==> src/rtl/and_or_array_pipe.sv <==
// Parametrised array of AND-OR / AND-OR-INVERT cells behind a two-stage
// valid/ready pipeline, with a saturating counter of output-word transitions.
module and_or_array_pipe #(
  parameter int unsigned CHANNELS   = 2,
  parameter int unsigned TERMS      = 2,
  parameter int unsigned TERM_WIDTH = 3,
  parameter int unsigned CNT_WIDTH  = 8
) (
  input  logic                               clk,
  input  logic                               reset,
  input  logic                               in_valid,
  output logic                               in_ready,
  input  logic [CHANNELS*TERMS*TERM_WIDTH-1:0] in_data,
  input  logic [CHANNELS-1:0]                in_mode,
  output logic                               out_valid,
  input  logic                               out_ready,
  output logic [CHANNELS-1:0]                out_y,
  output logic [CNT_WIDTH-1:0]               trans_cnt,
  input  logic                               clear_cnt
);

  localparam int unsigned NTERMS = CHANNELS * TERMS;

  logic [NTERMS-1:0]    term_and;
  logic [NTERMS-1:0]    s1_terms;
  logic [CHANNELS-1:0]  s1_mode;
  logic                 s1_valid;
  logic [CHANNELS-1:0]  y_next;
  logic [CHANNELS-1:0]  last_y;
  logic                 s1_en;
  logic                 s2_en;
  logic                 in_acc;
  logic                 out_acc;
  logic                 cnt_inc;

  // Product terms: AND across each TERM_WIDTH-bit slice of the input word
  always_comb begin
    term_and = '0;
    for (int unsigned k = 0; k < NTERMS; k++) begin
      term_and[k] = &in_data[k*TERM_WIDTH +: TERM_WIDTH];
    end
  end

  // Per-channel OR of its terms, optionally inverted by the captured mode
  always_comb begin
    y_next = '0;
    for (int unsigned c = 0; c < CHANNELS; c++) begin
      y_next[c] = (|s1_terms[c*TERMS +: TERMS]) ^ s1_mode[c];
    end
  end

  always_comb begin
    s2_en    = !out_valid || out_ready;
    s1_en    = !s1_valid || s2_en;
    in_ready = s1_en && !reset;
    in_acc   = in_valid && in_ready;
    out_acc  = out_valid && out_ready;
    cnt_inc  = out_acc && (out_y != last_y) && (trans_cnt != {CNT_WIDTH{1'b1}});
  end

  // Stage 1: term ANDs and mode, loaded only on an accepted word
  always_ff @(posedge clk) begin
    if (reset) begin
      s1_valid <= 1'b0;
      s1_terms <= '0;
      s1_mode  <= '0;
    end else if (s1_en) begin
      s1_valid <= in_acc;
      if (in_acc) begin
        s1_terms <= term_and;
        s1_mode  <= in_mode;
      end
    end
  end

  // Stage 2: cell results; out_y holds while the output is stalled
  always_ff @(posedge clk) begin
    if (reset) begin
      out_valid <= 1'b0;
      out_y     <= '0;
    end else if (s2_en) begin
      out_valid <= s1_valid;
      if (s1_valid) begin
        out_y <= y_next;
      end
    end
  end

  // Transition counter; clear wins over a same-cycle increment
  always_ff @(posedge clk) begin
    if (reset) begin
      last_y    <= '0;
      trans_cnt <= '0;
    end else begin
      if (out_acc) begin
        last_y <= out_y;
      end
      if (clear_cnt) begin
        trans_cnt <= '0;
      end else if (cnt_inc) begin
        trans_cnt <= trans_cnt + CNT_WIDTH'(1);
      end
    end
  end

endmodule
==> config.mk <==
export PLATFORM = sky130hd
export DESIGN_NAME = and_or_array_pipe
export DESIGN_NICKNAME = d
export VERILOG_FILES = /design/src/rtl/and_or_array_pipe.sv
export SDC_FILE = /design/constraint.sdc
export NUM_CORES = 1
export LEC_CHECK = 0
export CORE_AREA = 2 2 52 54
export DETAILED_ROUTE_END_ITERATION = 10
export DIE_AREA = 0 0 54 56
export GPL_ROUTABILITY_DRIVEN = 0
export HOLD_SLACK_MARGIN = 0.02
export PLACE_DENSITY_LB_ADDON = 0.15
export SETUP_SLACK_MARGIN = 0.1
export SKIP_CTS_REPAIR_TIMING = 1
export SLEW_MARGIN = 10
export SYNTH_ARGS = -nofsm -noshare
export SYNTH_HDL_FRONTEND = slang
export SYNTH_SLANG_ARGS = --single-unit
==> constraint.sdc <==
create_clock -name clk -period 2.6 [get_ports clk]
set_clock_uncertainty 0.2 [all_clocks]
set_input_delay 0.52 -clock clk [delete_from_list [all_inputs] [get_ports clk]]
set_output_delay 0.52 -clock clk [all_outputs]
set_load 0.02 [all_outputs]
### Sizing map, run 1

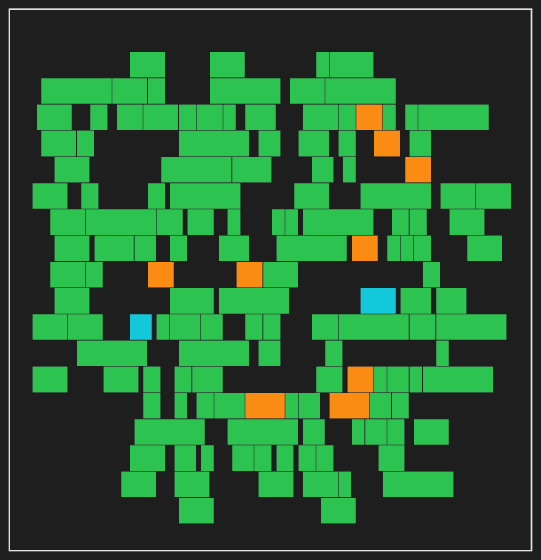
| color | size | cells | share |
|---|---|---|---|
| cyan | _2 cells | 2 | 1.4% |
| orange | _3 and _4 cells | 9 | 6.3% |
| green | _0 and _1 cells | 131 | 92% |

### Track usage over the die, run 1

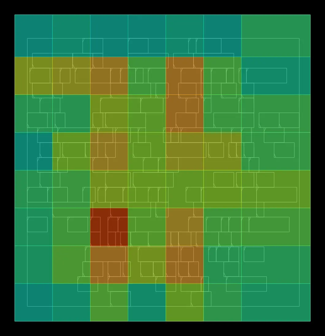
global routing usage on met2: 20.0%
share of the core filled with cells in the final layout: 54.1%

### Wiring heat map, run 1

Bar = 20 um. 11 x 11 tiles, from dark blue (low) to red (high), scaled to the fullest tile. Values are wire area over tile area, all layers added.
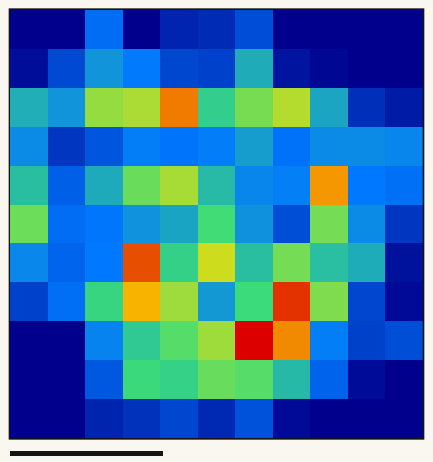
nearly empty tiles: 17%
tiles over half the peak: 20%
fullest tile: 0.36
emptiest ninth of the die: top right

==> run summary, run 1 <==
Results of the implementation run.

The run finished with clean final reports. The chip area line in the Yosys stat output reads 951 um2. STA lists the maximum fanout along the critical path as 9. The first global-routing pass estimated 3410 um of wire.

Among the non-sequential cells, simple AND/OR/NAND/NOR gates take the most area. The count of buffers not belonging to the clock network in the layout is 34. The startpoint of the most critical register-to-register path is trans_cnt[0]$_SDFFE_PP0P_. The largest stage delay on the critical path came out at 0.66 ns.

The final timing report lists a hold violation count of 0. The combinational power is 0.0737 mW. The TritonCTS clock tree is yes.

The clock root buffer master is sky130_fd_sc_hd__clkbuf_4. The sequential cell power is 0.320 mW. More flip-flops sit in one register than any other, and that register is trans_cnt. Looking at the power breakdown, combinational cells take 13.7% of the total. The sequential share of the synthesized area came out at 42.1%. The HPWL reported at the end of detailed placement is 1530 um. The tap cell instance count is 30.

The maximum clock frequency came out at 461 MHz. The number of antenna violations at the first check in global routing is 0. The number of clock buffers added by TritonCTS is 3. The number of vias in the routed layout is 913. The number of sequential cells in the layout came out at 20.

The total instance count after detailed placement is 169. The minimum setup slack in the final design is 0.433 ns. The number of instances in the synthesized netlist is 110. The count of inserted antenna diode cells came out at 0. The pin count of the biggest net entering global routing came out at 17. In the CTS report, the clock slew at the register clock pins of the worst setup and hold paths is listed as 0.11 ns. The cell row count came out at 18.

The number of stages on the worst hold path came out at 2. The global-route track usage on met3 came out at 4.84%. The number of warning messages in the logs is 26. The largest total area in the synthesized netlist belongs to sky130_fd_sc_hd__dfxtp_1.

The highest metal layer used by the detailed router is met4. In this run the count of I/O pins placed on the die edge is 31. In the setup report, the worst path falls into the class reg2out. Post-route period utilization is reported as 83.3%.

The script parses the final routing iteration and logs DRC violations as 0. The cell area after layout came out at 1320 um2. The end point of the critical path is trans_cnt[5].

The worst hold margin is 0.284 ns. The startpoint of the lowest-slack hold path is s1_terms[0]$_SDFFE_PP0P_. In this run the static leakage power is 0.494 nW. Summing all placed instances gives a cell area of 1290 um2.

On the critical path, the stage with the largest delay is an instance of sky130_fd_sc_hd__clkdlybuf4s50_1. The share of total power dissipated in sequential elements is 59.5%. The x dimension of the die is 54 um. The combinational gate count came out at 82. Summed over all layers, the routed wires come to 2000 um. Clock network power for this build is 0.145 mW. The met3 wire length is 122 um. The total number of nets in the final design came out at 164. The cell count listed in synth_stat.txt came out at 110.

The worst-case register-to-register setup slack is 0.71 ns. Fill cells in the final layout number 226. The logic depth of the worst setup path including buffers is 1. Leaving out filler cells and counting taps, the final layout contains 172. The count of buffer and inverter cells on the critical path is 1. The iteration tally of the first detailed-router pass came out at 4. The path with the worst hold slack has its endpoint at s1_terms[0]$_SDFFE_PP0P_. The count of cells along the worst register-to-register path came out at 5.

Counting along the longest clock path gives a buffer depth of 2. The routed design shows a wire length per standard cell of 11.6 um. STA lists the endpoint of the worst register-to-register path as trans_cnt[5]$_SDFFE_PP0P_.
--- run 2 (diff from run 1) ---
==> constraint.sdc (replaced) <==
create_clock -name clk -period 1.8 [get_ports clk]
set_clock_uncertainty 0.2 [all_clocks]
set_input_delay 0.36 -clock clk [delete_from_list [all_inputs] [get_ports clk]]
set_output_delay 0.36 -clock clk [all_outputs]
set_load 0.02 [all_outputs]
### Placement by cell class, run 2

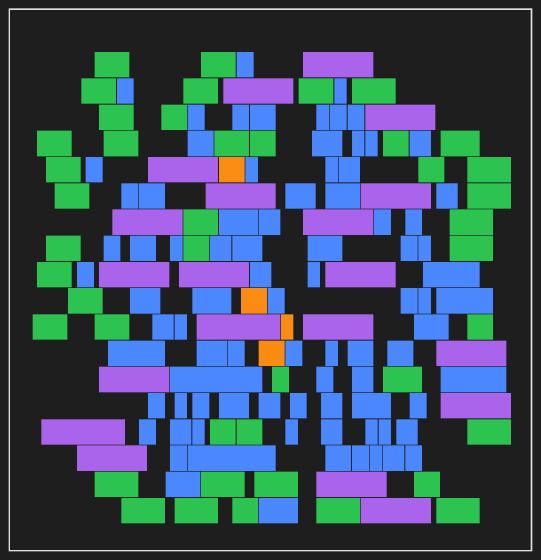
| color | class | cells |
|---|---|---|
| blue | combinational and other logic | 85 |
| green | remaining buffers and delay cells | 43 |
| orange | clock drivers and dummy loads | 4 |
| purple | sequential cells | 20 |

### Wiring heat map, run 2

Bar = 20 um. 11 x 11 tiles, from dark blue (low) to red (high), scaled to the fullest tile. Values are wire area over tile area, all layers added.
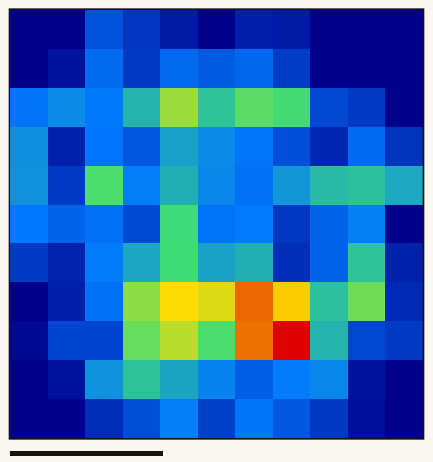
emptiest ninth of the die: top right
mean over tiles: 0.12
densest ninth of the die: bottom middle
nearly empty tiles: 16%
tiles over half the peak: 14%
fullest tile: 0.49

==> run summary, run 2 <==
Results of the implementation run.

Run status: finished, final reports clean (unchanged). The count of cells along the worst register-to-register path came out at 5 (unchanged). The routed via count divided by cell count came to 5.24 (was 5.31).

The count of inserted antenna diode cells was 0 (unchanged). The classification of the worst setup path is reg2reg (was reg2out). The top flip-flop cell by instance count after synthesis is sky130_fd_sc_hd__dfxtp_1 (unchanged). The critical path startpoint category is a flop (unchanged). The most area-hungry cell class in the final design is logic gates (unchanged). The global-route track usage on met3 came out at 3.23% (was 4.84%). The share of flip-flops with an asynchronous set or reset came out at 0% (unchanged).

The number of hold violations in the final report came out at 0 (unchanged). The post-layout total power came out at 0.800 mW (was 0.539 mW). The data arrival time of the worst path is 1.81 ns (was 1.45 ns). The startpoint of the lowest-slack hold path is s1_terms[1]$_SDFFE_PP0P_ (was s1_terms[0]$_SDFFE_PP0P_). Biggest regs: trans_cnt x8, s1_terms x4 (unchanged). The post-synthesis cell area is 951 um2 (unchanged).

The routed length on met1 is 1070 um (was 993 um). The number of sequential cells in the layout is 20 (unchanged). The portion of synthesized cell area occupied by the leading cell type came to 42.1% (unchanged). The worst supply voltage drop on vdd is 0.395 mV (was 0.269 mV).

The area inside the core boundary came to 2430 um2 (unchanged). The count of placed standard cells in the final layout, fillers left out is 182 (was 172). The synthesized netlist net count is 130 (unchanged). The number of global-route vias before repair is 814 (was 798).

The share of post-route cells with drive strength above 1 is 19.7% (was 7.75%). The internal cell power came out at 0.610 mW (was 0.414 mW). The endpoint of the worst register-to-register path is trans_cnt[5]$_SDFFE_PP0P_ (unchanged).

The transition time at the pin with the least slew margin came to 0.259 ns (was 0.476 ns). The aggregate global-route resource usage was 14.0% (was 14.6%). The most numerous cell type found on the critical path is sky130_fd_sc_hd__and4_4. The maximum clock frequency came out at 567 MHz. The number of vias in the routed layout was 954 (was 913). The class of the tightest hold or removal check is reg2reg (unchanged). The number of stages on the worst hold path is 2 (unchanged). The cell area after layout is 1500 um2 (was 1320 um2).

The highest metal layer used by the detailed router is met4 (unchanged). The iteration tally of the first detailed-router pass came out at 4 (unchanged). The TritonCTS clock tree is yes (unchanged). The layout filler cell count is 229 (was 226). Critical path, cell by cell: ha_4 -> and4_4 -> and4_4 -> or4_1 -> a21oi_1 (was clkdlybuf4s50_1).

The worst-case register-to-register setup slack is 0.03 ns (was 0.71 ns). The proportion of power drawn by the clock network is 27.8% (was 26.9%). Dominant cells by area after synthesis: sky130_fd_sc_hd__dfxtp_1, sky130_fd_sc_hd__nand3_1, sky130_fd_sc_hd__a21oi_1, sky130_fd_sc_hd__nor2_1, sky130_fd_sc_hd__nand3b_1 (unchanged). The logic depth of the worst setup path including buffers is 5 (was 1). The element type at the critical path end was a flop (was primary output). The number of warning messages in the logs is 28 (was 26). The largest stage delay on the critical path is 0.41 ns (was 0.66 ns).

The post-synthesis share of cell area spent on and-or and or-and gates is 15.7% (unchanged). The net switching power of the design came out at 0.190 mW (was 0.125 mW). The die boundary height came out at 56 um (unchanged).

The main kind of combinational logic by area was simple AND/OR/NAND/NOR gates (unchanged). The fraction of the core area covered by cells at the end of the flow came out at 61.7% (was 54.1%). The critical path's slowest cell is sky130_fd_sc_hd__or4_1 (was sky130_fd_sc_hd__clkdlybuf4s50_1). The area fraction in full adders, half adders and majority gates is 1.32% (unchanged). The number of flip-flops in the largest register is 8 (unchanged). The total instance count after detailed placement is 175 (was 169). The sequential share of the synthesized area is 42.1% (unchanged).

The total clock buffers created by CTS is 3 (unchanged). The cell with the most instances after synthesis is sky130_fd_sc_hd__dfxtp_1 (unchanged). The fraction of area in multi-input gates came out at 38.8% (about the same). The clock-pin slew on the worst setup and hold paths came out at 0.12 ns (was 0.11 ns).

The minimum setup slack in the final design is 0.0349 ns (was 0.433 ns). The endpoint required time on the critical path came to 1.84 ns (was 1.88 ns). The relative contribution of combinational cells to total power is 14.8% (was 13.7%). The synthesis-to-finish area growth came out at 57.9% (was 38.3%). The global-route wire length before repair is 3270 um (was 3410 um). The clock latency at the later pin of the worst-skew pair was 0.30 ns (was 0.29 ns). The placed standard-cell area came out at 1360 um2 (was 1290 um2). The cell count listed in synth_stat.txt is 110 (unchanged). The CTS H-tree depth is 1 (unchanged). The number of enable-type register cells in the synthesized netlist came out at 0 (unchanged). The combinational power is 0.119 mW (was 0.0737 mW). The worst path uses 98.1% of the clock period.

The overall chip area is 3020 um2 (unchanged). The setup violation total in the final timing report is 0 (unchanged). The max-slew violation count came out at 0 (unchanged). The met2 wire length came out at 1030 um (was 866 um).

The startpoint of the most critical register-to-register path is trans_cnt[1]$_SDFFE_PP0P_ (was trans_cnt[0]$_SDFFE_PP0P_). The max-capacitance violation count was 0 (unchanged). The clock root buffer master was sky130_fd_sc_hd__clkbuf_4 (unchanged). The number of antenna violations at the first check in global routing is 0 (unchanged). The pin count of the biggest net entering global routing came out at 17 (unchanged).

The multiplexer share of the synthesized area is 4.47% (unchanged). The end point of the worst hold path is s1_terms[1]$_SDFFE_PP0P_ (was s1_terms[0]$_SDFFE_PP0P_). The combinational gate area is 583 um2 (was 510 um2). Most used cells in the layout excluding fill and tap cells: sky130_fd_sc_hd__dfxtp_1, sky130_fd_sc_hd__clkdlybuf4s50_1, sky130_fd_sc_hd__dlymetal6s2s_1 (was sky130_fd_sc_hd__clkdlybuf4s50_1, sky130_fd_sc_hd__dfxtp_1, sky130_fd_sc_hd__nor2_1, sky130_fd_sc_hd__nand3_1, sky130_fd_sc_hd__a21oi_1). The pre-CTS worst setup slack is -0.419 ns (was 0.0557 ns). The area fraction in and, or, nand and nor cells came out at 28.6% (unchanged). The routing layer with the top usage in global route was met2 (was met1). The relative contribution of sequential cells to total power came out at 57.4% (was 59.5%).

The total I/O pin count is 31 (unchanged). The combinational gate count came out at 82 (unchanged). The mean area per synthesized cell came out at 8.64 um2 (unchanged).

The sequential cell area is 408 um2 (was 400 um2). The worst hold margin came out at 0.282 ns (was 0.284 ns). The highest fanout seen on the critical path is 7 (was 9). The end point of the critical path was trans_cnt[5]$_SDFFE_PP0P_ (was trans_cnt[5]). The standby leakage power was 0.752 nW (was 0.494 nW). The fraction of power spent switching nets is 23.7% (was 23.2%). The number of buffers on the longest clock path came out at 2 (unchanged). The fraction of synthesized cell area in xor and xnor cells is 3.68% (unchanged). The clock network power is 0.222 mW (was 0.145 mW). The sequential cell power is 0.459 mW (was 0.320 mW). The final timing report derives a shortest allowable period of 1.77 ns. The met2 track utilization from global routing came out at 20.0% (unchanged). The total number of nets in the final design came to 173 (was 164). Top cells by count: sky130_fd_sc_hd__dfxtp_1, sky130_fd_sc_hd__nand3_1, sky130_fd_sc_hd__nor2_1 (unchanged). The total power divided by cell area came out at 533 nW/um2 (was 410 nW/um2). The count of unresolved DRC violations after routing came to 0 (unchanged).

The count of buffers not belonging to the clock network in the layout came to 43 (was 34). The global-route met1 utilization came out at 19.6% (was 22.2%). The sink count of the clock tree came out at 20 (unchanged). The yosys synthesis chip area came to 951 um2 (unchanged).

The HPWL reported at the end of detailed placement came out at 1550 um (was 1530 um). The post-detailed-routing wire length came out at 2250 um (was 2000 um). The proportion of cell area occupied by registers came out at 27.2% (was 30.4%).

The count of distinct cell types in the synthesized netlist came out at 37 (unchanged). The number of ordinary inverters in the final layout was 3 (unchanged). The tap cell instance count came out at 30 (unchanged). The cell row count came to 18 (unchanged). The number of DRC markers in iteration 0 was 14 (was 22).

The register ranked first by flip-flop count is trans_cnt (unchanged). The cell taking the most area after synthesis was sky130_fd_sc_hd__dfxtp_1 (unchanged). The met3 wire length is 132 um (was 122 um). The number of instances in the synthesized netlist is 110 (unchanged). The count of buffer and inverter cells on the critical path is 0 (was 1).

The number of buffer cells added on primary ports is 30 (unchanged). The x dimension of the die is 54 um (unchanged). The average detailed-routed wire length per instance came out at 12.4 um (was 11.6 um).
### Sizing map, run 2

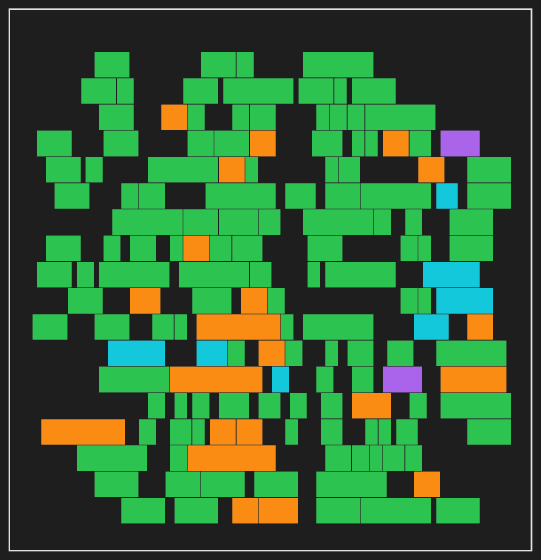
| color | size | cells | share | most used |
|---|---|---|---|---|
| purple | _6 and larger | 2 | 1.3% | buf_6 |
| orange | _3 and _4 cells | 21 | 14% | buf_4 |
| cyan | _2 cells | 7 | 4.6% | xor2_2 |
| green | _0 and _1 cells | 122 | 80% | dfxtp_1 |

Power is estimated from default activity; no workload was simulated.
